==> images/layers.png <==
Scale: 4 px per µm. Only two layers are drawn.
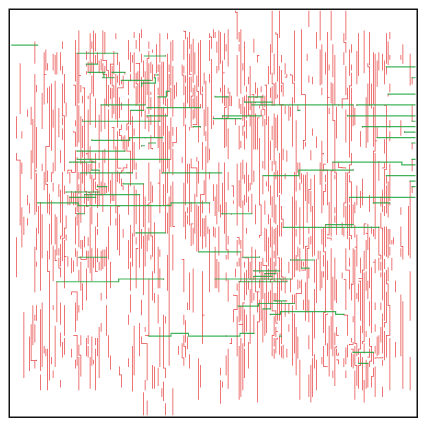
==> images/placed.png <==
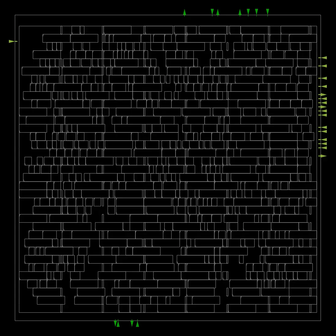
==> images/port_trees.png <==
Scale: 3 px per µm.
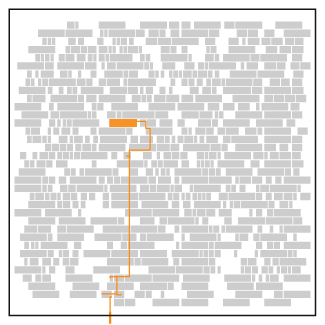
==> images/pinout.png <==
Scale: 4 px per µm. Pins as bars across the die edge, other pins in gray.
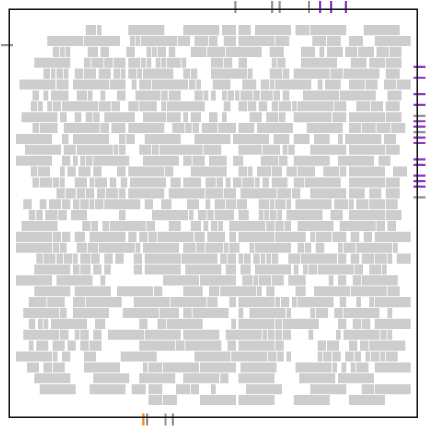
==> images/sizing.png <==
Scale: 4 px per µm.
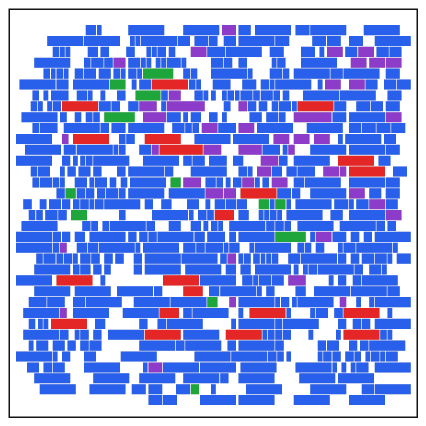
**src/rtl/zmod_dac_spi_sequencer_if.sv**
```systemverilog
// -----------------------------------------------------------------------------
// zmod_dac_spi_sequencer_if
//  AXIS-style runtime register-write channel into the ZMOD DAC SPI sequencer.
//  cfg_tdata  : {instr[7:0], data[7:0]}, transmitted MSB first
//  cfg_tvalid : producer has a write pending
//  cfg_tready : sequencer accepts the write when high together with tvalid
//  master modport = write producer, slave modport = sequencer
// -----------------------------------------------------------------------------
interface zmod_dac_spi_sequencer_if;
   logic [15:0] cfg_tdata;
   logic        cfg_tvalid;
   logic        cfg_tready;

   modport master (output cfg_tdata, output cfg_tvalid, input cfg_tready);
   modport slave  (input cfg_tdata, input cfg_tvalid, output cfg_tready);
endinterface

```
**src/rtl/zmod_dac_spi_sequencer.sv**
```systemverilog
// -----------------------------------------------------------------------------
// zmod_dac_spi_sequencer
//  Power-up configuration controller for the AD9717 on the ZMOD DAC.
//  Pulses the DAC reset, waits for the DAC to wake, streams INIT_TABLE over the
//  3-wire SPI (16-bit frames, CPOL=0), then accepts runtime writes over the cfg
//  channel and gates the output relay once the DAC has been configured.
//
//  Ports
//   aclk          clock
//   reset         asynchronous, active-high reset
//   enable_dac    request analog output (relay closed)
//   cfg           runtime write channel (slave side)
//   dac_rst       DAC RESET pin, high = reset
//   spi_cs        active-low chip select
//   spi_sck       SPI clock, idles low
//   spi_sdo       serial data, changes with sck falling, sampled by DAC on rising
//   config_done   init table fully sent; held until reset
//   busy          frame on the wire or inter-frame gap
//   relay_output  ZMOD output relay drive
// -----------------------------------------------------------------------------
module zmod_dac_spi_sequencer #(
   parameter int unsigned             CLK_DIV     = 4,
   parameter int unsigned             RST_CYCLES  = 64,
   parameter int unsigned             WAKE_CYCLES = 1024,
   parameter int unsigned             GAP_CYCLES  = 8,
   parameter int unsigned             N_REGS      = 4,
   parameter logic [N_REGS*16-1:0]    INIT_TABLE  = '0,
   parameter int unsigned             RELAY_DELAY = 256
) (
   input  logic                            aclk,
   input  logic                            reset,
   input  logic                            enable_dac,
   zmod_dac_spi_sequencer_if.slave         cfg,
   output logic                            dac_rst,
   output logic                            spi_cs,
   output logic                            spi_sck,
   output logic                            spi_sdo,
   output logic                            config_done,
   output logic                            busy,
   output logic                            relay_output
);

   typedef enum logic [2:0] {
      ST_RST_HOLD = 3'd0,
      ST_WAKE     = 3'd1,
      ST_LOAD     = 3'd2,
      ST_SHIFT    = 3'd3,
      ST_GAP      = 3'd4,
      ST_READY    = 3'd5
   } state_t;

   localparam logic [31:0] RST_LAST   = 32'(RST_CYCLES - 1);
   localparam logic [31:0] WAKE_LAST  = 32'(WAKE_CYCLES - 1);
   localparam logic [31:0] DIV_LAST   = 32'(CLK_DIV - 1);
   localparam logic [31:0] GAP_LAST   = 32'(GAP_CYCLES - 1);
   // Between init frames the LOAD cycle is itself a cs-high cycle, so the gap
   // count ends one cycle early to keep cs high for exactly GAP_CYCLES.
   localparam logic [31:0] GAP_LOAD_LAST = (GAP_CYCLES >= 2) ? 32'(GAP_CYCLES - 2) : 32'd0;
   localparam logic [31:0] RELAY_LAST = 32'(RELAY_DELAY);
   localparam logic [4:0]  N_ENTRIES  = 5'(N_REGS);

   state_t      state_r;
   logic [31:0] cnt_r;
   logic [31:0] div_cnt_r;
   logic [5:0]  half_cnt_r;
   logic [4:0]  idx_r;
   logic [15:0] sreg_r;
   logic        dac_rst_r;
   logic        spi_cs_r;
   logic        spi_sck_r;
   logic        cfg_tready_r;
   logic        config_done_r;
   logic        busy_r;
   logic [31:0] relay_cnt_r;
   logic        relay_output_r;
   logic [15:0] entry_s;
   logic        more_s;

   // Select one init-table entry; out-of-range indices read as zero.
   function automatic logic [15:0] table_entry(input logic [4:0] i);
      logic [15:0] e;
      e = 16'h0000;
      for (int k = 0; k < int'(N_REGS); k++) begin
         if (i == 5'(k)) begin
            e = INIT_TABLE[k*16 +: 16];
         end else begin
            e = e;
         end
      end
      return e;
   endfunction

   // Next table entry and whether any entries remain to be sent.
   always_comb begin
      entry_s = table_entry(idx_r);
      more_s  = (idx_r < N_ENTRIES);
   end

   // Sequencer FSM: DAC reset, wake wait, init frames, then runtime writes.
   always_ff @(posedge aclk or posedge reset) begin
      if (reset) begin
         state_r       <= ST_RST_HOLD;
         cnt_r         <= 32'd0;
         div_cnt_r     <= 32'd0;
         half_cnt_r    <= 6'd0;
         idx_r         <= 5'd0;
         sreg_r        <= 16'h0000;
         dac_rst_r     <= 1'b1;
         spi_cs_r      <= 1'b1;
         spi_sck_r     <= 1'b0;
         cfg_tready_r  <= 1'b0;
         config_done_r <= 1'b0;
         busy_r        <= 1'b0;
      end else begin
         case (state_r)
            ST_RST_HOLD: begin
               if (cnt_r >= RST_LAST) begin
                  dac_rst_r <= 1'b0;
                  cnt_r     <= 32'd0;
                  state_r   <= ST_WAKE;
               end else begin
                  cnt_r <= cnt_r + 32'd1;
               end
            end
            ST_WAKE: begin
               if (cnt_r >= WAKE_LAST) begin
                  cnt_r   <= 32'd0;
                  state_r <= ST_LOAD;
               end else begin
                  cnt_r <= cnt_r + 32'd1;
               end
            end
            ST_LOAD: begin
               // sdo is sreg_r[15], so bit 15 is on the wire as cs falls
               sreg_r     <= entry_s;
               idx_r      <= idx_r + 5'd1;
               spi_cs_r   <= 1'b0;
               spi_sck_r  <= 1'b0;
               div_cnt_r  <= 32'd0;
               half_cnt_r <= 6'd0;
               busy_r     <= 1'b1;
               state_r    <= ST_SHIFT;
            end
            ST_SHIFT: begin
               // 32 half-periods give 16 rising edges; cs rises one cycle
               // after the last fall, so cs is low 32*CLK_DIV+1 cycles.
               if (half_cnt_r == 6'd32) begin
                  spi_cs_r <= 1'b1;
                  sreg_r   <= 16'h0000;
                  cnt_r    <= 32'd0;
                  state_r  <= ST_GAP;
               end else if (div_cnt_r >= DIV_LAST) begin
                  div_cnt_r  <= 32'd0;
                  half_cnt_r <= half_cnt_r + 6'd1;
                  spi_sck_r  <= ~spi_sck_r;
                  if (spi_sck_r) begin
                     sreg_r <= {sreg_r[14:0], 1'b0};
                  end else begin
                     sreg_r <= sreg_r;
                  end
               end else begin
                  div_cnt_r <= div_cnt_r + 32'd1;
               end
            end
            ST_GAP: begin
               if (more_s && (cnt_r >= GAP_LOAD_LAST)) begin
                  cnt_r   <= 32'd0;
                  state_r <= ST_LOAD;
               end else if (!more_s && (cnt_r >= GAP_LAST)) begin
                  cnt_r         <= 32'd0;
                  busy_r        <= 1'b0;
                  config_done_r <= 1'b1;
                  cfg_tready_r  <= 1'b1;
                  state_r       <= ST_READY;
               end else begin
                  cnt_r <= cnt_r + 32'd1;
               end
            end
            ST_READY: begin
               if (cfg.cfg_tvalid && cfg_tready_r) begin
                  sreg_r       <= cfg.cfg_tdata;
                  cfg_tready_r <= 1'b0;
                  spi_cs_r     <= 1'b0;
                  spi_sck_r    <= 1'b0;
                  div_cnt_r    <= 32'd0;
                  half_cnt_r   <= 6'd0;
                  busy_r       <= 1'b1;
                  state_r      <= ST_SHIFT;
               end else begin
                  cfg_tready_r <= 1'b1;
               end
            end
            default: begin
               state_r      <= ST_RST_HOLD;
               cnt_r        <= 32'd0;
               dac_rst_r    <= 1'b1;
               spi_cs_r     <= 1'b1;
               spi_sck_r    <= 1'b0;
               sreg_r       <= 16'h0000;
               cfg_tready_r <= 1'b0;
               busy_r       <= 1'b0;
            end
         endcase
      end
   end

   // Relay delay counter from config_done, and the registered relay drive.
   always_ff @(posedge aclk or posedge reset) begin
      if (reset) begin
         relay_cnt_r    <= 32'd0;
         relay_output_r <= 1'b0;
      end else begin
         if (config_done_r && (relay_cnt_r < RELAY_LAST)) begin
            relay_cnt_r <= relay_cnt_r + 32'd1;
         end else begin
            relay_cnt_r <= relay_cnt_r;
         end
         relay_output_r <= enable_dac && config_done_r && (relay_cnt_r >= RELAY_LAST);
      end
   end

   assign cfg.cfg_tready = cfg_tready_r;
   assign dac_rst        = dac_rst_r;
   assign spi_cs         = spi_cs_r;
   assign spi_sck        = spi_sck_r;
   assign spi_sdo        = sreg_r[15];
   assign config_done    = config_done_r;
   assign busy           = busy_r;
   assign relay_output   = relay_output_r;

endmodule

```
**src/flat_wrapper.sv**
```systemverilog
// flat-port wrapper written by rule: the top's interface ports become plain ports
module zmod_dac_spi_sequencer_flat 
#(
   parameter int unsigned             CLK_DIV     = 4,
   parameter int unsigned             RST_CYCLES  = 64,
   parameter int unsigned             WAKE_CYCLES = 1024,
   parameter int unsigned             GAP_CYCLES  = 8,
   parameter int unsigned             N_REGS      = 4,
   parameter logic [N_REGS*16-1:0]    INIT_TABLE  = '0,
   parameter int unsigned             RELAY_DELAY = 256
)
  (aclk, reset, enable_dac, dac_rst, spi_cs, spi_sck, spi_sdo, config_done, busy, relay_output, cfg_cfg_tdata, cfg_cfg_tvalid, cfg_cfg_tready);
  zmod_dac_spi_sequencer_if cfg_i ();
  input  logic aclk;
  input  logic reset;
  input  logic enable_dac;
  output logic dac_rst;
  output logic spi_cs;
  output logic spi_sck;
  output logic spi_sdo;
  output logic config_done;
  output logic busy;
  output logic relay_output;
  input wire logic [$bits(cfg_i.cfg_tdata)-1:0] cfg_cfg_tdata;
  input wire logic [$bits(cfg_i.cfg_tvalid)-1:0] cfg_cfg_tvalid;
  output wire logic [$bits(cfg_i.cfg_tready)-1:0] cfg_cfg_tready;
  assign cfg_i.cfg_tdata = cfg_cfg_tdata;
  assign cfg_i.cfg_tvalid = cfg_cfg_tvalid;
  assign cfg_cfg_tready = cfg_i.cfg_tready;
  zmod_dac_spi_sequencer #(.CLK_DIV(CLK_DIV), .RST_CYCLES(RST_CYCLES), .WAKE_CYCLES(WAKE_CYCLES), .GAP_CYCLES(GAP_CYCLES), .N_REGS(N_REGS), .INIT_TABLE(INIT_TABLE), .RELAY_DELAY(RELAY_DELAY)) u_core (.aclk(aclk), .reset(reset), .enable_dac(enable_dac), .cfg(cfg_i), .dac_rst(dac_rst), .spi_cs(spi_cs), .spi_sck(spi_sck), .spi_sdo(spi_sdo), .config_done(config_done), .busy(busy), .relay_output(relay_output));
endmodule
```
**config.mk**
```make
export PLATFORM = sky130hd
export DESIGN_NAME = zmod_dac_spi_sequencer_flat
export DESIGN_NICKNAME = d
export VERILOG_FILES = /design/src/rtl/zmod_dac_spi_sequencer_if.sv /design/src/rtl/zmod_dac_spi_sequencer.sv /design/src/flat_wrapper.sv
export SDC_FILE = /design/constraint.sdc
export NUM_CORES = 1
export LEC_CHECK = 0
export CORE_UTILIZATION = 65
export DETAILED_ROUTE_END_ITERATION = 7
export GPL_ROUTABILITY_DRIVEN = 0
export PLACE_DENSITY = 0.82
export SLEW_MARGIN = 20
export SYNTH_ARGS = -nofsm -noshare
export SYNTH_HDL_FRONTEND = slang
export SYNTH_SLANG_ARGS = --single-unit
```
**constraint.sdc**
```tcl
create_clock -name aclk -period 7.4 [get_ports aclk]
set_input_delay 1.48 -clock aclk [delete_from_list [all_inputs] [get_ports aclk]]
set_output_delay 1.48 -clock aclk [all_outputs]
set_load 0.02 [all_outputs]
```
==> impl_metrics.env <==
# flow metrics
export IMPL_status="finished clean"
export IMPL_fillers=618
export IMPL_async_flop_share=1.00
export IMPL_switching_power_uw=310
export IMPL_hold_buffers=0
export IMPL_leakage_uw=0.00333
export IMPL_grt_use_met1=0.363
export IMPL_grt_util_met3=0.0828
export IMPL_whs_path_depth=0
export IMPL_cts_sinks=133
export IMPL_grtUsageTotal=0.282
export IMPL_comb_cell_share=0.391
export IMPL_lay_top_cells="131 x dfrtp_1, 46 x nand2_1, 37 x nor2_1, 28 x nor4_1, 28 x a21oi_1"
export IMPL_synth_net_count=643
export IMPL_power_sequential_uw=728
export IMPL_fin_setup_tns_ns=0
export IMPL_n_all_inverters=20
export IMPL_xor_area_frac=0.0285
export IMPL_synth_seq_share=0.517
export IMPL_core_area_um2=9420
export IMPL_ys_sh_aoi=0.144
export IMPL_register_area_um2=3330
export IMPL_tool_warnings=32
## Picture notes: layers.png
M2 -> red  # wire length 6500 µm
M3 -> green  # wire length 706 µm
drt wl/cell: 17.5 µm
via count: 4776
Post-Route WL: 13100 µm

## Picture notes: placed.png
sequential cell area share: 0.462
non-filler cells in the finished layout: 752
Flops: 133

## Picture notes: port_trees.png
`config_done` -> orange  # bits 1, direction output, end cells 1, buffers 1, wire 90.0 µm
# IOs: 28
port bufs: 27

## Picture notes: pinout.png
`config_done` -> orange  # pins 1, direction output, edge south
`cfg_cfg_tdata` -> purple  # pins 16, direction input, edge 13 east, 3 north
all pins by edge = 16 east, 7 north, 4 south, 1 west
die height: 102 µm
die width: 102 µm

## Picture notes: sizing.png
x3 and x4 -> green  # cells 12, most used buf_4
x2 -> purple  # cells 47, most used mux2_2
x6 and larger -> red  # cells 20, most used clkbuf_16
x1 and smaller -> blue  # cells 544, most used dfrtp_1
non-clock buffer count in the final layout: 30
setup ws final: 3.97 ns
Syn-to-layout area delta: 11.9%

routing by layer:
| metal | up-vias | wire length [µm] |
|---|---|---|
| met5 | - | 0 |
| met2 | 148 | 6500 |
| met3 | 17 | 706 |
| met4 | 0 | 165 |
| met1 | 2357 | 5750 |
| li1 | 2254 | - |
sequential cells by signal, indices dropped and copies added, names as in the netlist, 3 cells and up:
register            cells
u_core.state_r          3
u_core.half_cnt_r       6
u_core.sreg_r          16
u_core.cnt_r           32
u_core.idx_r            5
u_core.div_cnt_r       32
u_core.relay_cnt_r     32
critical path, stage by stage:
cell             delay, ns
clkdlybuf4s50_1       0.47
and2_0                0.29
mux2_2                0.23
o21ai_1               0.24
nor2_2                0.90
nor2_1                0.15
